### Placed standard cells, run 1

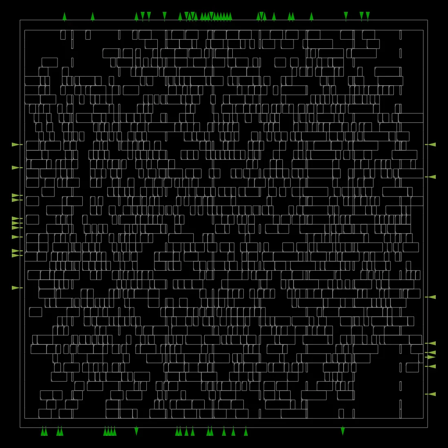
### Routed clock nets over the placement, run 1

Scale bar: 20 µm.
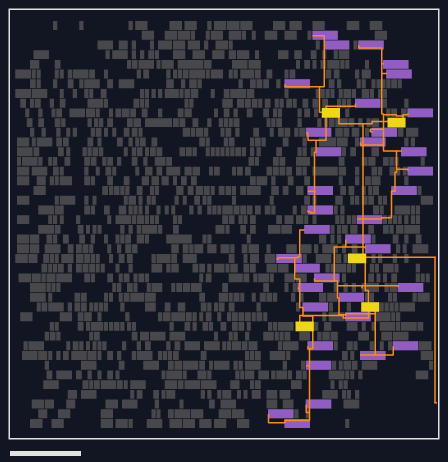
### Floorplan with the power grid, run 1

Scale bar: 20 µm. Pins as bars on the die edge.
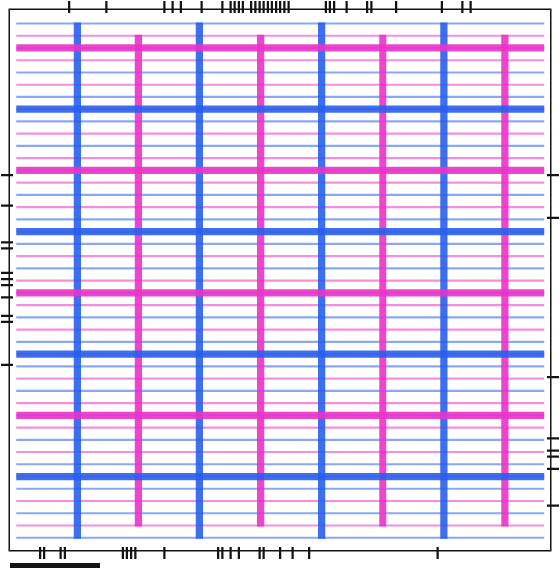
<file path="src/rtl/resource_pool_lock_mc_if.sv">
// Request/grant bundle between issue ports (master) and the multi-class resource pool lock (slave).
interface resource_pool_lock_mc_if #(
  parameter int NUM_RESOURCES = 4,
  parameter int NUM_PORTS     = 4,
  parameter int ID_WIDTH      = 6,
  parameter int NUM_CLASSES   = 2
);
  localparam int RES_W = (NUM_RESOURCES > 1) ? $clog2(NUM_RESOURCES) : 1;
  localparam int CLS_W = (NUM_CLASSES > 1) ? $clog2(NUM_CLASSES) : 1;
  localparam int CNT_W = $clog2(NUM_RESOURCES + 1);

  logic [NUM_PORTS-1:0]               req;
  logic [NUM_PORTS-1:0][CLS_W-1:0]    req_class;
  logic [NUM_PORTS-1:0][ID_WIDTH-1:0] req_issue_id;
  logic [NUM_PORTS-1:0]               release_lock;
  logic                               flush;
  logic [ID_WIDTH-1:0]                flush_id;
  logic [NUM_PORTS-1:0]               grant;
  logic [NUM_PORTS-1:0][RES_W-1:0]    alloc_id;
  logic [NUM_PORTS-1:0]               revoked;
  logic [NUM_CLASSES-1:0][CNT_W-1:0]  free_count;
  logic [NUM_CLASSES-1:0]             pool_busy;

  modport master (
    output req, req_class, req_issue_id, release_lock, flush, flush_id,
    input  grant, alloc_id, revoked, free_count, pool_busy
  );

  modport slave (
    input  req, req_class, req_issue_id, release_lock, flush, flush_id,
    output grant, alloc_id, revoked, free_count, pool_busy
  );
endinterface

</file>
<file path="src/rtl/resource_pool_lock_mc.sv">
// Multi-class, age-ordered resource pool lock with lease watchdog and flush squash.
// Resource r belongs to class r % NUM_CLASSES; the oldest requester (wrap-around issue ID) wins.
module resource_pool_lock_mc #(
  parameter int NUM_RESOURCES = 4,
  parameter int NUM_PORTS     = 4,
  parameter int ID_WIDTH      = 6,
  parameter int NUM_CLASSES   = 2,
  parameter int LEASE_MAX     = 0
) (
  input  logic                   clk,
  input  logic                   rst,
  resource_pool_lock_mc_if.slave bus
);
  localparam int RES_W   = (NUM_RESOURCES > 1) ? $clog2(NUM_RESOURCES) : 1;
  localparam int PORT_W  = (NUM_PORTS > 1) ? $clog2(NUM_PORTS) : 1;
  localparam int CNT_W   = $clog2(NUM_RESOURCES + 1);
  localparam int LEASE_W = (LEASE_MAX > 0) ? $clog2(LEASE_MAX + 1) : 1;
  localparam bit LEASE_ON = (LEASE_MAX > 0);
  localparam logic [LEASE_W:0] LEASE_LIM = (LEASE_W + 1)'(LEASE_MAX);
  localparam logic [LEASE_W:0] LEASE_ONE = (LEASE_W + 1)'(1'b1);

  // a is older than b when the wrapped difference has its top bit set.
  function automatic logic is_older(input logic [ID_WIDTH-1:0] a, input logic [ID_WIDTH-1:0] b);
    logic [ID_WIDTH-1:0] diff;
    diff = a - b;
    return diff[ID_WIDTH-1];
  endfunction

  logic [NUM_RESOURCES-1:0]               valid_r;
  logic [NUM_RESOURCES-1:0][PORT_W-1:0]   port_r;
  logic [NUM_RESOURCES-1:0][ID_WIDTH-1:0] id_r;
  logic [NUM_RESOURCES-1:0][LEASE_W-1:0]  lease_r;
  logic [NUM_PORTS-1:0]                   revoked_r;

  logic [NUM_RESOURCES-1:0]               keep_s;
  logic [NUM_PORTS-1:0]                   held_grant_s;
  logic [NUM_PORTS-1:0][RES_W-1:0]        held_alloc_s;
  logic [NUM_PORTS-1:0]                   cand_left_s;
  logic                                   take_s;
  logic                                   found_s;
  logic [PORT_W-1:0]                      best_s;
  logic [NUM_RESOURCES-1:0]               new_valid_s;
  logic [NUM_RESOURCES-1:0][PORT_W-1:0]   new_port_s;
  logic [NUM_PORTS-1:0]                   new_grant_s;
  logic [NUM_PORTS-1:0][RES_W-1:0]        new_alloc_s;
  logic [NUM_PORTS-1:0]                   grant_s;
  logic [NUM_PORTS-1:0][RES_W-1:0]        alloc_s;
  logic [NUM_CLASSES-1:0][CNT_W-1:0]      free_cnt_s;
  logic [NUM_CLASSES-1:0]                 busy_s;
  logic [LEASE_W:0]                       lease_sum_s;
  logic [NUM_RESOURCES-1:0]               valid_nxt_s;
  logic [NUM_RESOURCES-1:0][PORT_W-1:0]   port_nxt_s;
  logic [NUM_RESOURCES-1:0][ID_WIDTH-1:0] id_nxt_s;
  logic [NUM_RESOURCES-1:0][LEASE_W-1:0]  lease_nxt_s;
  logic [NUM_PORTS-1:0]                   revoke_nxt_s;

  // Held entries survive unless their owner releases or they are squashed by flush.
  always_comb begin
    keep_s       = '0;
    held_grant_s = '0;
    held_alloc_s = '0;
    for (int r = 0; r < NUM_RESOURCES; r++) begin
      if (valid_r[r] && !bus.release_lock[port_r[r]] &&
          !(bus.flush && is_older(bus.flush_id, id_r[r]))) begin
        keep_s[r]                 = 1'b1;
        held_grant_s[port_r[r]]   = 1'b1;
        held_alloc_s[port_r[r]]   = RES_W'(r);
      end else begin
        keep_s[r] = 1'b0;
      end
    end
  end

  // Each free resource, in ascending index order, takes the oldest remaining candidate of its class.
  always_comb begin
    cand_left_s = '0;
    new_valid_s = '0;
    new_port_s  = '0;
    new_grant_s = '0;
    new_alloc_s = '0;
    take_s      = 1'b0;
    found_s     = 1'b0;
    best_s      = '0;
    for (int p = 0; p < NUM_PORTS; p++) begin
      cand_left_s[p] = bus.req[p] && !held_grant_s[p] &&
                       !(bus.flush && is_older(bus.flush_id, bus.req_issue_id[p]));
    end
    for (int r = 0; r < NUM_RESOURCES; r++) begin
      found_s = 1'b0;
      best_s  = '0;
      for (int q = 0; q < NUM_PORTS; q++) begin
        // Strictly-older replaces, so equal IDs leave the lower port in place.
        take_s  = !keep_s[r] && cand_left_s[q] &&
                  (int'(bus.req_class[q]) == (r % NUM_CLASSES)) &&
                  (!found_s || is_older(bus.req_issue_id[q], bus.req_issue_id[best_s]));
        best_s  = take_s ? PORT_W'(q) : best_s;
        found_s = found_s || take_s;
      end
      if (found_s) begin
        new_valid_s[r]      = 1'b1;
        new_port_s[r]       = best_s;
        cand_left_s[best_s] = 1'b0;
        new_grant_s[best_s] = 1'b1;
        new_alloc_s[best_s] = RES_W'(r);
      end else begin
        new_valid_s[r] = 1'b0;
      end
    end
  end

  // Table contents and revoke pulses for the next edge, including lease expiry.
  always_comb begin
    valid_nxt_s  = '0;
    port_nxt_s   = '0;
    id_nxt_s     = '0;
    lease_nxt_s  = '0;
    revoke_nxt_s = '0;
    lease_sum_s  = '0;
    for (int r = 0; r < NUM_RESOURCES; r++) begin
      if (keep_s[r]) begin
        lease_sum_s = {1'b0, lease_r[r]} + LEASE_ONE;
        if (LEASE_ON && (lease_sum_s == LEASE_LIM)) begin
          revoke_nxt_s[port_r[r]] = 1'b1;
        end else begin
          valid_nxt_s[r] = 1'b1;
          port_nxt_s[r]  = port_r[r];
          id_nxt_s[r]    = id_r[r];
          lease_nxt_s[r] = lease_sum_s[LEASE_W-1:0];
        end
      end else if (new_valid_s[r] && !bus.release_lock[new_port_s[r]]) begin
        if (LEASE_ON && (LEASE_ONE == LEASE_LIM)) begin
          revoke_nxt_s[new_port_s[r]] = 1'b1;
        end else begin
          valid_nxt_s[r] = 1'b1;
          port_nxt_s[r]  = new_port_s[r];
          id_nxt_s[r]    = bus.req_issue_id[new_port_s[r]];
          lease_nxt_s[r] = LEASE_ONE[LEASE_W-1:0];
        end
      end else begin
        valid_nxt_s[r] = 1'b0;
      end
    end
  end

  // Owner table and revoke flags.
  always_ff @(posedge clk) begin
    if (rst) begin
      valid_r   <= '0;
      port_r    <= '0;
      id_r      <= '0;
      lease_r   <= '0;
      revoked_r <= '0;
    end else begin
      valid_r   <= valid_nxt_s;
      port_r    <= port_nxt_s;
      id_r      <= id_nxt_s;
      lease_r   <= lease_nxt_s;
      revoked_r <= revoke_nxt_s;
    end
  end

  // Combinational grant view and per-class free accounting; reset shows an empty pool.
  always_comb begin
    grant_s    = '0;
    alloc_s    = '0;
    free_cnt_s = '0;
    busy_s     = '0;
    if (rst) begin
      for (int r = 0; r < NUM_RESOURCES; r++) begin
        free_cnt_s[r % NUM_CLASSES] = free_cnt_s[r % NUM_CLASSES] + CNT_W'(1'b1);
      end
    end else begin
      grant_s = held_grant_s | new_grant_s;
      for (int p = 0; p < NUM_PORTS; p++) begin
        alloc_s[p] = held_grant_s[p] ? held_alloc_s[p] : new_alloc_s[p];
      end
      for (int r = 0; r < NUM_RESOURCES; r++) begin
        free_cnt_s[r % NUM_CLASSES] = free_cnt_s[r % NUM_CLASSES] +
                                      ((keep_s[r] || new_valid_s[r]) ? CNT_W'(1'b0) : CNT_W'(1'b1));
      end
    end
    for (int c = 0; c < NUM_CLASSES; c++) begin
      busy_s[c] = (free_cnt_s[c] == CNT_W'(1'b0));
    end
  end

  assign bus.grant      = grant_s;
  assign bus.alloc_id   = alloc_s;
  assign bus.revoked    = revoked_r;
  assign bus.free_count = free_cnt_s;
  assign bus.pool_busy  = busy_s;
endmodule

</file>
<file path="src/flat_wrapper.sv">
// flat-port wrapper written by rule: the top's interface ports become plain ports
module resource_pool_lock_mc_flat 
#(
  parameter int NUM_RESOURCES = 4,
  parameter int NUM_PORTS     = 4,
  parameter int ID_WIDTH      = 6,
  parameter int NUM_CLASSES   = 2,
  parameter int LEASE_MAX     = 0
)
  (clk, rst, bus_req, bus_req_class, bus_req_issue_id, bus_release_lock, bus_flush, bus_flush_id, bus_grant, bus_alloc_id, bus_revoked, bus_free_count, bus_pool_busy);
  resource_pool_lock_mc_if #(.NUM_RESOURCES(NUM_RESOURCES), .NUM_PORTS(NUM_PORTS), .ID_WIDTH(ID_WIDTH), .NUM_CLASSES(NUM_CLASSES)) bus_i ();
  input  logic clk;
  input  logic rst;
  input wire logic [$bits(bus_i.req)-1:0] bus_req;
  input wire logic [$bits(bus_i.req_class)-1:0] bus_req_class;
  input wire logic [$bits(bus_i.req_issue_id)-1:0] bus_req_issue_id;
  input wire logic [$bits(bus_i.release_lock)-1:0] bus_release_lock;
  input wire logic [$bits(bus_i.flush)-1:0] bus_flush;
  input wire logic [$bits(bus_i.flush_id)-1:0] bus_flush_id;
  output wire logic [$bits(bus_i.grant)-1:0] bus_grant;
  output wire logic [$bits(bus_i.alloc_id)-1:0] bus_alloc_id;
  output wire logic [$bits(bus_i.revoked)-1:0] bus_revoked;
  output wire logic [$bits(bus_i.free_count)-1:0] bus_free_count;
  output wire logic [$bits(bus_i.pool_busy)-1:0] bus_pool_busy;
  assign bus_i.req = bus_req;
  assign bus_i.req_class = bus_req_class;
  assign bus_i.req_issue_id = bus_req_issue_id;
  assign bus_i.release_lock = bus_release_lock;
  assign bus_i.flush = bus_flush;
  assign bus_i.flush_id = bus_flush_id;
  assign bus_grant = bus_i.grant;
  assign bus_alloc_id = bus_i.alloc_id;
  assign bus_revoked = bus_i.revoked;
  assign bus_free_count = bus_i.free_count;
  assign bus_pool_busy = bus_i.pool_busy;
  resource_pool_lock_mc #(.NUM_RESOURCES(NUM_RESOURCES), .NUM_PORTS(NUM_PORTS), .ID_WIDTH(ID_WIDTH), .NUM_CLASSES(NUM_CLASSES), .LEASE_MAX(LEASE_MAX)) u_core (.clk(clk), .rst(rst), .bus(bus_i));
endmodule
</file>
<file path="config.mk">
export PLATFORM = sky130hd
export DESIGN_NAME = resource_pool_lock_mc_flat
export DESIGN_NICKNAME = d
export VERILOG_FILES = /design/src/rtl/resource_pool_lock_mc_if.sv /design/src/rtl/resource_pool_lock_mc.sv /design/src/flat_wrapper.sv
export SDC_FILE = /design/constraint.sdc
export NUM_CORES = 1
export LEC_CHECK = 0
export ABC_AREA = 1
export CAP_MARGIN = 10
export CORE_MARGIN = 1
export CORE_UTILIZATION = 45
export CTS_BUF_LIST = sky130_fd_sc_hd__clkbuf_8
export DETAILED_ROUTE_END_ITERATION = 7
export GPL_ROUTABILITY_DRIVEN = 0
export PLACE_DENSITY = 0.65
export SETUP_SLACK_MARGIN = 0.05
export SYNTH_ARGS = -nofsm -noshare
export SYNTH_HDL_FRONTEND = slang
export SYNTH_SLANG_ARGS = --single-unit
</file>
<file path="constraint.sdc">
create_clock -name clk -period 39.4 [get_ports clk]
set_input_delay 5.91 -clock clk [delete_from_list [all_inputs] [get_ports clk]]
set_output_delay 5.91 -clock clk [all_outputs]
set_load 0.05 [all_outputs]
</file>
==> results_slide.txt, run 1 <==
Implementation Results

Outcome
  – Status: finished clean

Clock tree
  – Clock Latency Late Sink: 300 ps
  – Clk pin slew, worst setup/hold paths: 70 ps
  – CTS resizes: 0
  – Total CTS buffers: 5
  – CTS sink count: 36
  – H-Tree Depth: 2
  – CTS Hold Bufs: 0
  – CTS tree: done

Yosys
  – Top cell type's share of synthesized area: 16.37%
  – Synth logic family: simple AND/OR/NAND/NOR gates
  – Most frequent cells after synthesis: nand2_1 (273), nand3_1 (137), inv_1 (124)
  – Top-count cell post-synth: nand2_1
  – Synth flops: 36
  – Cell type with the largest total area: nand2_1
  – Asr flop ratio synth: 0%
  – Synth unique cells: 47
  – EDFF count, synth: 0
  – Chip Area, Yosys: 6261 µm²
  – Post-synthesis sequential area ratio: 11.51%
  – Avg Synthesized Cell Area: 5.879 µm²
  – Mux share: 0%
  – Yosys warnings: 0
  – Biggest area cells: nand2_1 (16%), ha_1 (14%), dfxtp_1 (12%)
  – Yosys Instances: 1,065
  – Mapped Cells: 1,065
  – Xor/xnor share: 0.8393%
  – Main flop type: dfxtp_1
  – Synth Area in Compound Gates: 17.65%

Timing
  – Max-slew violations: 0
  – Unrepaired setup endpoints after global routing: no
  – Worst Tran Pin Value: 1007 ps
  – Hold slack: 477.3 ps
  – Final min period: 26,290 ps
  – Fmax: 38.03 MHz
  – Clock skew: 4.858 ps
  – Final period utilization: 66.73%
  – Max-Slew Margin vs Limit: 32.64%
  – Final Hold Vio Count: 0

Layout
  – Area grow syn2layout: 12.61%
  – Layout cell share with drive strength beyond 1: 8.927%
  – Layout Utilization: 52.61%
  – Nets: 1,224
  – ANT cells: 0

Setup path
  – Crit path max fanout: 21
  – Delay-heaviest family, CP: simple AND/OR/NAND/NOR gates
  – Critical path arrival: 20,380 ps
  – Bufs and invs on worst path: 4
  – Req. time, crit path: 33,490 ps
  – CP Launch Type: input pin
  – Path length in cells of the critical path: 80
  – CP max-delay cell: clkdlybuf4s50_1
  – Critical path's largest stage delay: 850 ps

Power
  – Static Leak: 3.504 nW
  – Sw power: 124.7 µW
  – Combinational share of power: 68.8%
  – Pint: 107.6 µW
  – Switching share of power: 53.67%

GRT
  – Overall routing resource usage: 33.21%
  – First-pass GRT wire length: 36.47 mm
  – Initial antenna violation count: 0
  – Vias in the first global route: 6,765
  – Largest net degree at the start of global routing: 22

Floorplanning
  – Init Core Util: 46.72%
  – Die area: 14,390 µm²
  – Core Rows: 42

Placed design
  – HPWL after detailed placement: 18.28 mm
  – # port buffers: 62
  – # placed instances: 1,278

Route
  – Pre-antenna DRT Iters: 6
  – Vias per std cell: 5.779
  – Per-cell routed wire length: 18.34 µm
  – Residual DRC count: 0
  – Final wirelength: 23.56 mm

Worst hold path
  – HP Class: reg2reg
  – Hold path depth: 2

Job
  – MaxCap Viol Count: 0
Back to the opening pictures, 'Placed standard cells':
seq_cells: 36
Core Area: 13,400 µm²
Tap Cells: 176
Post-Layout Cell Count: 1,285

Back to the opening pictures, 'Routed clock nets over the placement':
Key: cells driving clock nets = yellow [count 5]; clock wires = orange [length 542 µm]; flip-flops = purple [count 36]
There are 6 routed clock nets.
clk pwr: 29.4 µW
clock power share: 12.7%

Back to the opening pictures, 'Floorplan with the power grid':
Key: VDD = magenta; VSS = blue
8 straps on met4. 69 signal pins sit on the boundary. The core has 42 rows. 43 met1 rails follow the rows. 8 straps on met5.
Die Y: 120.0 µm
die width: 120.0 µm
peak supply drop: 14.55 µV

-- run 1: routing by layer --
metal  global-route usage, %  routed length, µm  up-vias
met1                   42.08               9630     3306
met4                   20.00               1397        0
met5                       0                  0        -
li1                        -                  -     3637
met2                   53.66              10610      393
met3                   3.897               1929       90
-- run 1: logic make-up (layout without fill, tap and decap cells) --
logic type,count (synthesis),in the layout
adder cells (fa/ha/maj),70,70
other,1,6
buffers and inverters,185,224
flip-flops,36,36
AND/OR/NAND/NOR,585,585
XOR/XNOR,6,6
AND-OR/OR-AND,182,182
-- run 1: sequential cells by signal, indices dropped and copies added (netlist names) --
signal          count
u_core.id_r        24
u_core.port_r       8
u_core.valid_r      4
-- run 1: cell type report --
class	instances	area [µm²]	area share [%]
timing repair buffer	70	680.7	9.654
multi-input combinational	849	4775	67.72
sequential	36	720.7	10.22
tap	176	220.2	3.123
inverter	147	558.0	7.915
clock buffer	7	96.34	1.366
-- run 1: worst min-delay path, stage by stage (launching register included) --
cell     delay, ps
dfxtp_1        310
nand2_1         60
a21oi_1         60
-- run 1: stage by stage --
step                      instance area [µm²]  worst slack (ps)
after floorplan                          6280             16400
after global placement                   6954             13530
after detailed placement                 6954             13360
after CTS                                7051             13350
after global routing                     7051             11590
final                                    7051             13110
-- run 1: power by group through the flow --
stage	sequential (mW)	clock, mW	combinational, mW
after detailed placement	0.0438	0	0.157
after floorplan	0.0431	0	0.115
after global routing	0.0435	0.0312	0.176
after CTS	0.0430	0.0297	0.157
after global placement	0.0437	0	0.156
final	0.0430	0.0294	0.160
-- run 1: worst paths after layout --
path / startpoint / end / slack (ps)
max: bus_flush_id[4] / bus_grant[2] / 13110
min: u_core.id_r[16]$_SDFFE_PP0P_ / u_core.id_r[16]$_SDFFE_PP0P_ / 480
max reg2reg: u_core.id_r[4]$_SDFFE_PP0N_ / u_core.id_r[14]$_SDFFE_PP0P_ / 25960
min reg2reg: u_core.id_r[16]$_SDFFE_PP0P_ / u_core.id_r[16]$_SDFFE_PP0P_ / 480
-- run 1: layout by cell type, fill, tap and decap left out, types with 7 or more instances in the layout --
| master | netlist | final |
|---|---|---|
| ha_1 | 70 | 70 |
| a211oi_1 | 8 | 8 |
| a221oi_1 | 9 | 9 |
| clkdlybuf4s50_1 | 0 | 62 |
| dfxtp_1 | 36 | 36 |
| a21oi_1 | 44 | 44 |
| nand2_1 | 273 | 273 |
| o21ai_1 | 15 | 15 |
| inv_1 | 124 | 124 |
| nor2_1 | 93 | 93 |
| nand4_1 | 10 | 10 |
| nand2_2 | 18 | 18 |
| o21ai_0 | 56 | 56 |
| or2_2 | 9 | 9 |
| nor3_1 | 12 | 12 |
| nand2_4 | 8 | 8 |
| clkbuf_8 | 0 | 7 |
| nand3_2 | 7 | 7 |
| inv_2 | 17 | 17 |
| o211ai_1 | 18 | 18 |
| a311oi_1 | 11 | 11 |
| buf_4 | 8 | 8 |
| nand3_1 | 137 | 137 |
### Placed cells, one colour a class, run 1

Scale bar: 20 µm.
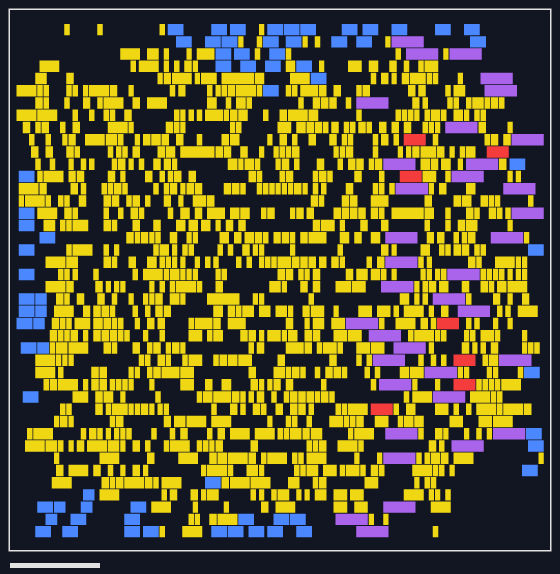

## Run 2: what changed since run 1
PLACE_DENSITY = 0.68   (was 0.65)
clock period = 22.8 ns   (was 39.4 ns; I/O delays follow)
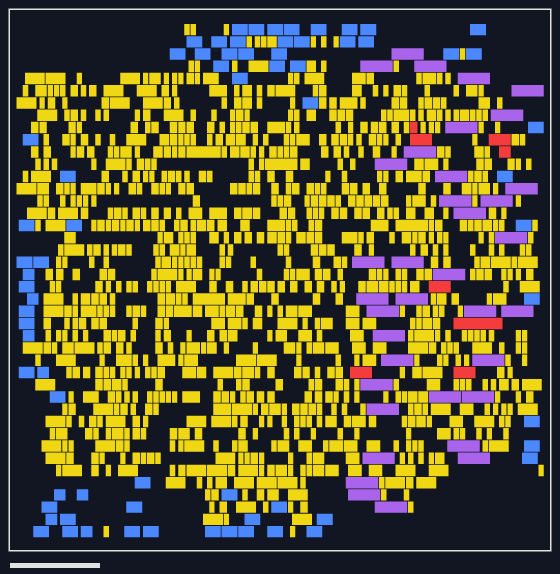
*Placed cells, one colour a class, run 2*
Scale bar: 20 µm.
Key: other buffers and delay cells = blue [cells 70, share of their area 9.9%]; all other logic = yellow [cells 996, share of their area 78%]; clock drivers and dummy loads = red [cells 8, share of their area 1.6%]; flip-flops = purple [cells 36, share of their area 11%]
Seq area share: 10.20%
Core Rows: 42
final instance area: 7066 µm²

==> run 2 against run 1 <==
Compared with the run above: core utilization is 0.11 points higher; combinational power grew 72%; critical endpoint unchanged; total power is 75% higher; non-clock buffer count did not move; largest power group unchanged.
==> results_slide.txt, run 2 <==
Implementation Results

Setup path
  – Critical path arrival: 17,800 ps (-2580 ps)
  – RR Startpoint: u_core.id_r[14]$_SDFFE_PP0P_
  – Crit Reg-Reg Endpoint: u_core.id_r[15]$_SDFFE_PP0P_
  – End of the critical path: bus_grant[2]
  – CP Launch Type: input pin
  – Start point of the critical path: bus_flush_id[4]
  – Critical path's largest stage delay: 850 ps (about the same)
  – Flop-to-flop setup slack: 9410 ps (-16,550 ps)
  – Req. time, crit path: 19,380 ps (-14,110 ps)
  – CP max-delay cell: clkdlybuf4s50_1

Clock tree
  – Total CTS buffers: 5 (unchanged)
  – CTS sink count: 36 (unchanged)
  – Clock Latency Late Sink: 300 ps (about the same)
  – CTS Hold Bufs: 0 (unchanged)
  – Clk pin slew, worst setup/hold paths: 70 ps (about the same)
  – CTS tree: done
  – CTS resizes: 0 (unchanged)
  – H-Tree Depth: 2 (unchanged)

Yosys
  – Synth flops: 36 (unchanged)
  – Avg Synthesized Cell Area: 5.879 µm² (unchanged)
  – Main flop type: dfxtp_1
  – Top cell type's share of synthesized area: 16.37% (unchanged)
  – Chip Area, Yosys: 6261 µm² (unchanged)
  – Yosys warnings: 0 (unchanged)
  – EDFF count, synth: 0 (unchanged)
  – Asr flop ratio synth: 0% (unchanged)
  – Cell type with the largest total area: nand2_1
  – Post-synthesis sequential area ratio: 11.51% (unchanged)
  – Yosys Instances: 1,065 (unchanged)
  – Mapped Cells: 1,065 (unchanged)
  – Synth unique cells: 47 (unchanged)
  – Top-count cell post-synth: nand2_1
  – Most frequent cells after synthesis: nand2_1 (273), nand3_1 (137), inv_1 (124)
  – Biggest area cells: nand2_1 (16%), ha_1 (14%), dfxtp_1 (12%)

Route
  – Residual DRC count: 0 (unchanged)
  – Wire length on met1: 9.652 mm (+0.23%)
  – WL met3: 2.018 mm (+4.6%)
  – Top sig layer: met4
  – Final wirelength: 23.34 mm (-0.95%)
  – Vias per std cell: 5.711 (-1.2%)
  – Per-cell routed wire length: 18.15 µm (-1.0%)
  – Pre-antenna DRT Iters: 6 (unchanged)
  – DR WL met2: 10.49 mm (-1.1%)

Floorplanning
  – Die area: 14,390 µm² (unchanged)
  – Die width: 120.0 µm (unchanged)
  – Init Core Util: 46.72% (unchanged)
  – I/O pin cnt: 69
  – Core Area: 13,400 µm² (unchanged)
  – Die Y: 120.0 µm (unchanged)

Layout
  – Logic cell area: 4775 µm² (unchanged)
  – Reg area: 720.7 µm² (unchanged)
  – Commonest Layout Cell: nand2_1
  – Layout cell share with drive strength beyond 1: 9.009% (+0.082 points)
  – Nets: 1,224 (unchanged)
  – Largest reg by FF count: u_core.id_r
  – Area grow syn2layout: 12.85%
  – Most common logic cells in the final layout: nand2_1 (273), nand3_1 (137), inv_1 (124), nor2_1 (93), ha_1 (70)
  – ANT cells: 0 (unchanged)
  – Layout Utilization: 52.73% (+0.11 points)
  – Biggest registers after layout: u_core.id_r (24), u_core.port_r (8), u_core.valid_r (4)
  – Largest register FFs: 24 (unchanged)

Power
  – Static Leak: 3.508 nW (+0.11%)
  – Pwr Density: 57.69 nW/µm²

Placed design
  – HPWL after detailed placement: 17.88 mm (-2.2%)
  – # port buffers: 62 (unchanged)

Timing
  – Setup-failing EPs final: 0
  – Clock skew: 6.148 ps (+1.290 ps)
  – Worst Tran Pin Value: 1002 ps (-5.213 ps)
  – Final min period: 21,220 ps
  – Max-Slew Margin vs Limit: 32.99% (+0.35 points)
  – Final period utilization: 93.09%
  – Unrepaired setup endpoints after global routing: no
  – Fmax: 47.12 MHz
  – Max-slew violations: 0 (unchanged)
  – Final Hold Vio Count: 0 (unchanged)

Worst hold path
  – HP Class: reg2reg

GRT
  – Initial antenna violation count: 0 (unchanged)
  – Overall routing resource usage: 32.54% (-0.66 points)
  – Vias in the first global route: 6,547 (-3.2%)
  – Global route overflow: 0
  – First-pass GRT wire length: 35.76 mm (-1.9%)
  – Largest net degree at the start of global routing: 22 (unchanged)

Outcome
  – Status: finished clean
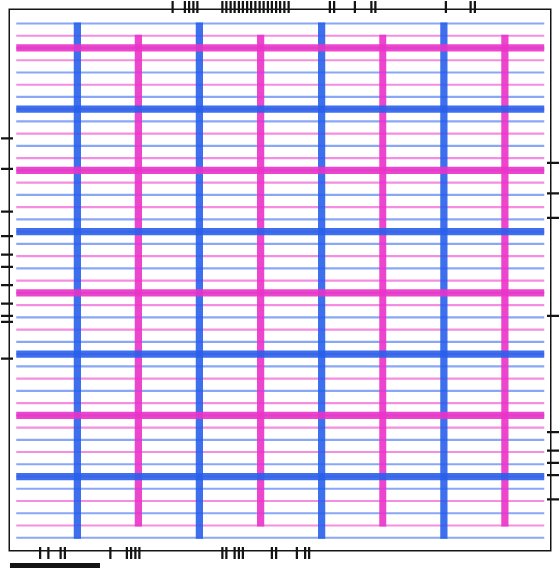
*Floorplan with the power grid, run 2*
Scale bar: 20 µm. Pins as bars on the die edge.
Key: VSS = blue; VDD = magenta
8 straps on met4. 8 straps on met5.
peak supply drop: 24.94 µV

==> run 2: netlist changes by cell type in the layout (fill, tap and decap cells not counted), sizes merged <==
| cell | change |
|---|---|
| clkbuf | -2 |
| bufinv | +1 |
| clkinv | +1 |
| clkinvlp | +1 |
==> run 2: cell type report <==
cell class | instances | share of cell area (%)
well taps | 176 | 3.117
flip-flops and latches | 36 | 10.20
inverters | 147 | 7.898
repair buffers | 70 | 9.633
clock buffers | 5 | 0.9740
multi-input cells | 849 | 67.58
clock inverters | 3 | 0.6021
==> run 2: kinds of logic (layout without fill, tap and decap cells) <==
family	after synthesis	count (layout)	share of synthesized area, %
and+or+nand+nor	585	585	43.43
xor gates and xnor gates	6	6	0.8393
buffers and inverters	185	225	12.53
AOI/OAI and AO/OA	182	182	17.65
DFF	36	36	11.51
adders and majority gates	70	70	13.99
other	1	6	0.05989
==> run 2: worst min path at each step <==
stage,from,end,slack (ps),cells after the start
6_report,u_core.id_r[16]$_SDFFE_PP0P_,u_core.id_r[16]$_SDFFE_PP0P_,470,2
4_1_cts,u_core.id_r[16]$_SDFFE_PP0P_,u_core.id_r[16]$_SDFFE_PP0P_,470,2
3_3_place_gp,u_core.id_r[16]$_SDFFE_PP0P_,u_core.id_r[16]$_SDFFE_PP0P_,460,2
3_5_place_dp,u_core.id_r[16]$_SDFFE_PP0P_,u_core.id_r[16]$_SDFFE_PP0P_,460,2
2_1_floorplan,u_core.id_r[16]$_SDFFE_PP0P_,u_core.id_r[16]$_SDFFE_PP0P_,450,2
5_1_grt,u_core.id_r[16]$_SDFFE_PP0P_,u_core.id_r[16]$_SDFFE_PP0P_,490,2
==> run 2: power breakdown <==
part	leakage, nW	switching (mW)	internal, mW
Sequential	0.293	0.00391	0.0703
Clock	0.0541	0.0248	0.0324
Combinational	3.16	0.188	0.0886
Total	3.51	0.216	0.191
==> run 2: critical path: cells and delay by family <==
family,cells,cell delay (ps)
fa+ha+maj,7,2160
compound gates,21,4860
buf+inv,3,1840
simple gates,46,5510
==> run 2: layer usage <==
layer	global-route usage, %	up-vias
met5	0	-
met2	52.48	393
met1	42.19	3231
met4	15.63	0
met3	4.848	86
li1	-	3634
==> run 2: metrics by stage <==
stage                     instances  setup slack, ps  hold WS, ps  cell area [µm²]
after global placement         1278             2067        455.5             6954
after CTS                      1286             1843        474.9             7066
after floorplan                1070             4784        445.3             6280
after detailed placement       1278             1886        463.7             6954
final                          1286             1576        473.8             7066
after global routing           1286            247.2        494.3             7066
### Metal layers overlaid, run 2

Only two layers are drawn.
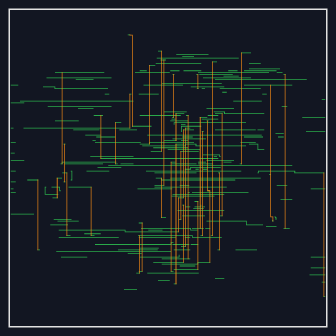

## Run 3: what changed since run 2
CORE_UTILIZATION = 54   (was 45)
CTS_CLUSTER_DIAMETER = 100   (was default)
PLACE_DENSITY = 0.79   (was 0.68)
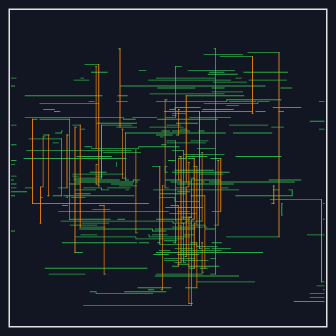
*Metal layers overlaid, run 3*
Only two layers are drawn.
Key: met4 = orange [wire length 1,250 µm]; met3 = green [wire length 2,260 µm]
final wirelength: 21.82 mm
overall routing resource usage: 36.63%
per-cell routed wire length: 17.51 µm

==> run 3 against run 2 <==
Compared with the run above: register-to-register slack better by 190 ps; routed wire length is 6.5% lower; sequential cell count stayed put; worst setup slack better by 190 ps; worst hold slack better by 3.5 ps; sequential power hardly changed; via count is 0.79% higher; total power is 3.0% lower; sequential share of layout area is 0.14 points higher; cell area is 1.3% lower; first-iteration DRC count is 8.7% higher.
==> results_slide.txt, run 3 <==
Implementation Results

Layout
  – Largest register FFs: 24 (unchanged)
  – Largest reg by FF count: u_core.id_r
  – Layout cell share with drive strength beyond 1: 8.590% (-0.42 points)
  – Nets: 1,220 (-0.33%)
  – Most common logic cells in the final layout: nand2_1 (273), nand3_1 (137), inv_1 (125), nor2_1 (93), ha_1 (70)
  – Area grow syn2layout: 11.37%
  – ANT cells: 0 (unchanged)
  – Final instance area: 6973 µm² (-1.3%)
  – Biggest registers after layout: u_core.id_r (24), u_core.port_r (8), u_core.valid_r (4)
  – Filler Cells Inserted: 1,081
  – Commonest Layout Cell: nand2_1

Timing
  – Unrepaired setup endpoints after global routing: no
  – Final min period: 21,030 ps (-189.6 ps)
  – Worst Tran Pin Value: 935.6 ps (-66.45 ps)
  – Clock skew: 5.959 ps (-0.1889 ps)
  – Final Hold Vio Count: 0 (unchanged)
  – Max-slew violations: 0 (unchanged)
  – TNS Setup: 0 ps
  – Setup-failing EPs final: 0 (unchanged)
  – Fmax: 47.54 MHz (+0.90%)
  – Final period utilization: 92.26% (-0.83 points)
  – Max-Slew Margin vs Limit: 37.43% (+4.4 points)

GRT
  – Initial antenna violation count: 0 (unchanged)
  – First-pass GRT wire length: 33.46 mm (-6.4%)
  – Vias in the first global route: 6,461 (-1.3%)
  – Global route overflow: 0 (unchanged)
  – Largest net degree at the start of global routing: 22 (unchanged)

Yosys
  – Yosys Instances: 1,065 (unchanged)
  – Avg Synthesized Cell Area: 5.879 µm² (unchanged)
  – Synth unique cells: 47 (unchanged)
  – Yosys warnings: 0 (unchanged)
  – Main flop type: dfxtp_1
  – Synth flops: 36 (unchanged)
  – Post-synthesis sequential area ratio: 11.51% (unchanged)
  – EDFF count, synth: 0 (unchanged)
  – Cell type with the largest total area: nand2_1
  – Chip Area, Yosys: 6261 µm² (unchanged)
  – Top-count cell post-synth: nand2_1
  – Biggest area cells: nand2_1 (16%), ha_1 (14%), dfxtp_1 (12%)
  – Mapped Cells: 1,065 (unchanged)
  – Asr flop ratio synth: 0% (unchanged)
  – Synthesized area: 6261 µm²
  – Top cell type's share of synthesized area: 16.37% (unchanged)
  – Most frequent cells after synthesis: nand2_1 (273), nand3_1 (137), inv_1 (124)

Clock tree
  – H-Tree Depth: 2 (unchanged)
  – CTS Hold Bufs: 0 (unchanged)
  – Setup Buffers After CTS: 0
  – Clock Latency Late Sink: 300 ps (about the same)
  – Clk pin slew, worst setup/hold paths: 70 ps (about the same)
  – Clock root buffer: clkbuf_8
  – CTS sink count: 36 (unchanged)
  – CTS tree: done
  – CTS resizes: 0 (unchanged)
  – CTS max path bufs: 2
  – Total CTS buffers: 5 (unchanged)

Setup path
  – Reg2Reg Depth: 78
  – CP Launch Type: input pin
  – Critical path arrival: 17,610 ps (-190 ps)
  – Most frequent CP cell: nand2_1
  – CP max-delay cell: clkdlybuf4s50_1
  – Req. time, crit path: 19,380 ps (about the same)
  – Critical path's largest stage delay: 850 ps (about the same)
  – WS Path Type: in2out
  – Crit path max fanout: 14
  – Endpoint class of the critical path: output port

Placed design
  – # port buffers: 62 (unchanged)
  – HPWL after detailed placement: 17.05 mm (-4.6%)
  – Cell Area, Placed: 6879 µm² (-1.1%)

Route
  – Pre-antenna DRT Iters: 5 (-1)
  – Via Count: 7,402
  – Post-DRT Antenna Nets: 0
  – Vias per std cell: 5.941 (+4.0%)
  – Residual DRC count: 0 (unchanged)
  – DRT iter0 DRCs: 741

Floorplanning
  – Init Core Util: 56.52% (+9.8 points)
  – Die area: 12,030 µm² (-16%)
  – I/O pin cnt: 69 (unchanged)
  – Core Rows: 38 (-9.5%)

Power
  – Pwr Density: 56.72 nW/µm² (-1.7%)
  – Power consumption: 395.5 µW
  – Static Leak: 3.483 nW (-0.71%)

Job
  – Stage-log warning count: 26
  – MaxCap Viol Count: 0

Worst hold path
  – Hold path depth: 2 (unchanged)
  – HP Class: reg2reg

Outcome
  – Status: finished clean
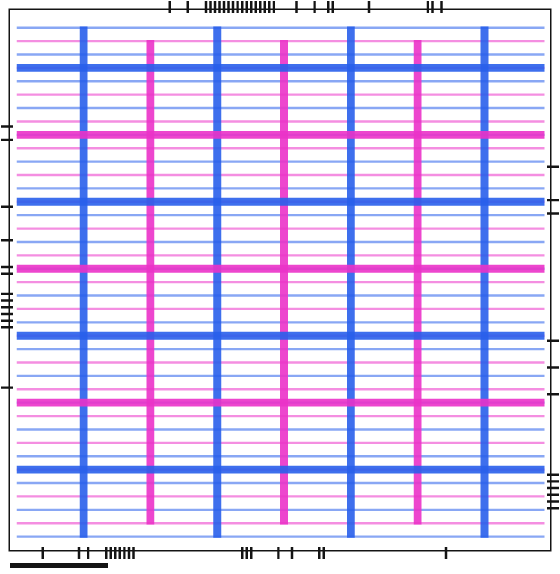
*Floorplan with the power grid, run 3*
Scale bar: 20 µm. Pins as bars on the die edge.
Key: VDD = magenta; VSS = blue
7 straps on met4. 69 signal pins sit on the boundary.
peak supply drop: 40.78 µV
Core Area: 11,080 µm²
Die Y: 109.7 µm
die width: 109.7 µm

[run 3: netlist changes by cell type in the layout (fill, tap and decap cells not counted), sizes merged]
cell,change
buf,-4
bufinv,-1
clkbuf,+1
clkinv,-1
inv,+1
[run 3: worst max-delay path, delay by kind of cell]
kind                     cells  cell delay, ps
adder cells (fa/ha/maj)      7            2140
AND-OR/OR-AND               20            4690
AND/OR/NAND/NOR             46            5570
buffers and inverters        3            1780
[run 3: per-stage QoR]
stage | hold WS, ps | worst slack (ps) | utilization, % | std cells
after floorplan | 445.3 | 4784 | - | 1070
after global placement | 452.5 | 2291 | 62.10 | 1238
after detailed placement | 466.4 | 2159 | 62.10 | 1238
after CTS | 476.1 | 2146 | 62.94 | 1246
after global routing | 492.3 | 299.6 | 62.94 | 1246
final | 477.2 | 1766 | 62.94 | 1246
[run 3: cell families after synthesis]
logic type	synth area share [%]
simple gates	43.43
buf+inv	12.53
fa+ha+maj	13.99
xor+xnor	0.8393
flops	11.51
other cells	0.05989
compound gates	17.65
[run 3: power breakdown]
group | leakage, nW | internal (mW) | switching [mW]
Clock | 0.0486 | 0.0241 | 0.0241
Combinational | 3.14 | 0.0883 | 0.185
Sequential | 0.293 | 0.0703 | 0.00408
[run 3: final cells by class]
| cell class | count | area (µm²) | share of cell area [%] |
|---|---|---|---|
| clock buffers | 6 | 82.58 | 1.184 |
| flip-flops and latches | 36 | 720.7 | 10.34 |
| multi-input cells | 849 | 4775 | 68.47 |
| repair buffers | 66 | 650.6 | 9.331 |
| inverters | 147 | 558.0 | 8.003 |
| clock inverters | 2 | 11.26 | 0.1615 |
| well taps | 140 | 175.2 | 2.512 |
[run 3: layer usage]
| layer | GRT usage (%) | routed length, µm | part of all wire [%] |
|---|---|---|---|
| met1 | 46.64 | 8671 | 40 |
| met2 | 59.84 | 9640 | 44 |
| met3 | 3.912 | 2255 | 10 |
| met4 | 21.14 | 1253 | 5.7 |
| met5 | 0 | 0 | 0 |
[run 3: path summary, 6_finish.rpt]
kind	from	slack [ps]	end
worst min register to register	u_core.id_r[16]$_SDFFE_PP0P_	480	u_core.id_r[16]$_SDFFE_PP0P_
worst max register to register	u_core.id_r[16]$_SDFFE_PP0P_	9600	u_core.id_r[12]$_SDFFE_PP0P_
worst min-delay path	u_core.id_r[16]$_SDFFE_PP0P_	480	u_core.id_r[16]$_SDFFE_PP0P_
worst max-delay path	bus_flush_id[4]	1770	bus_grant[2]
Power is estimated from default activity; no workload was simulated.
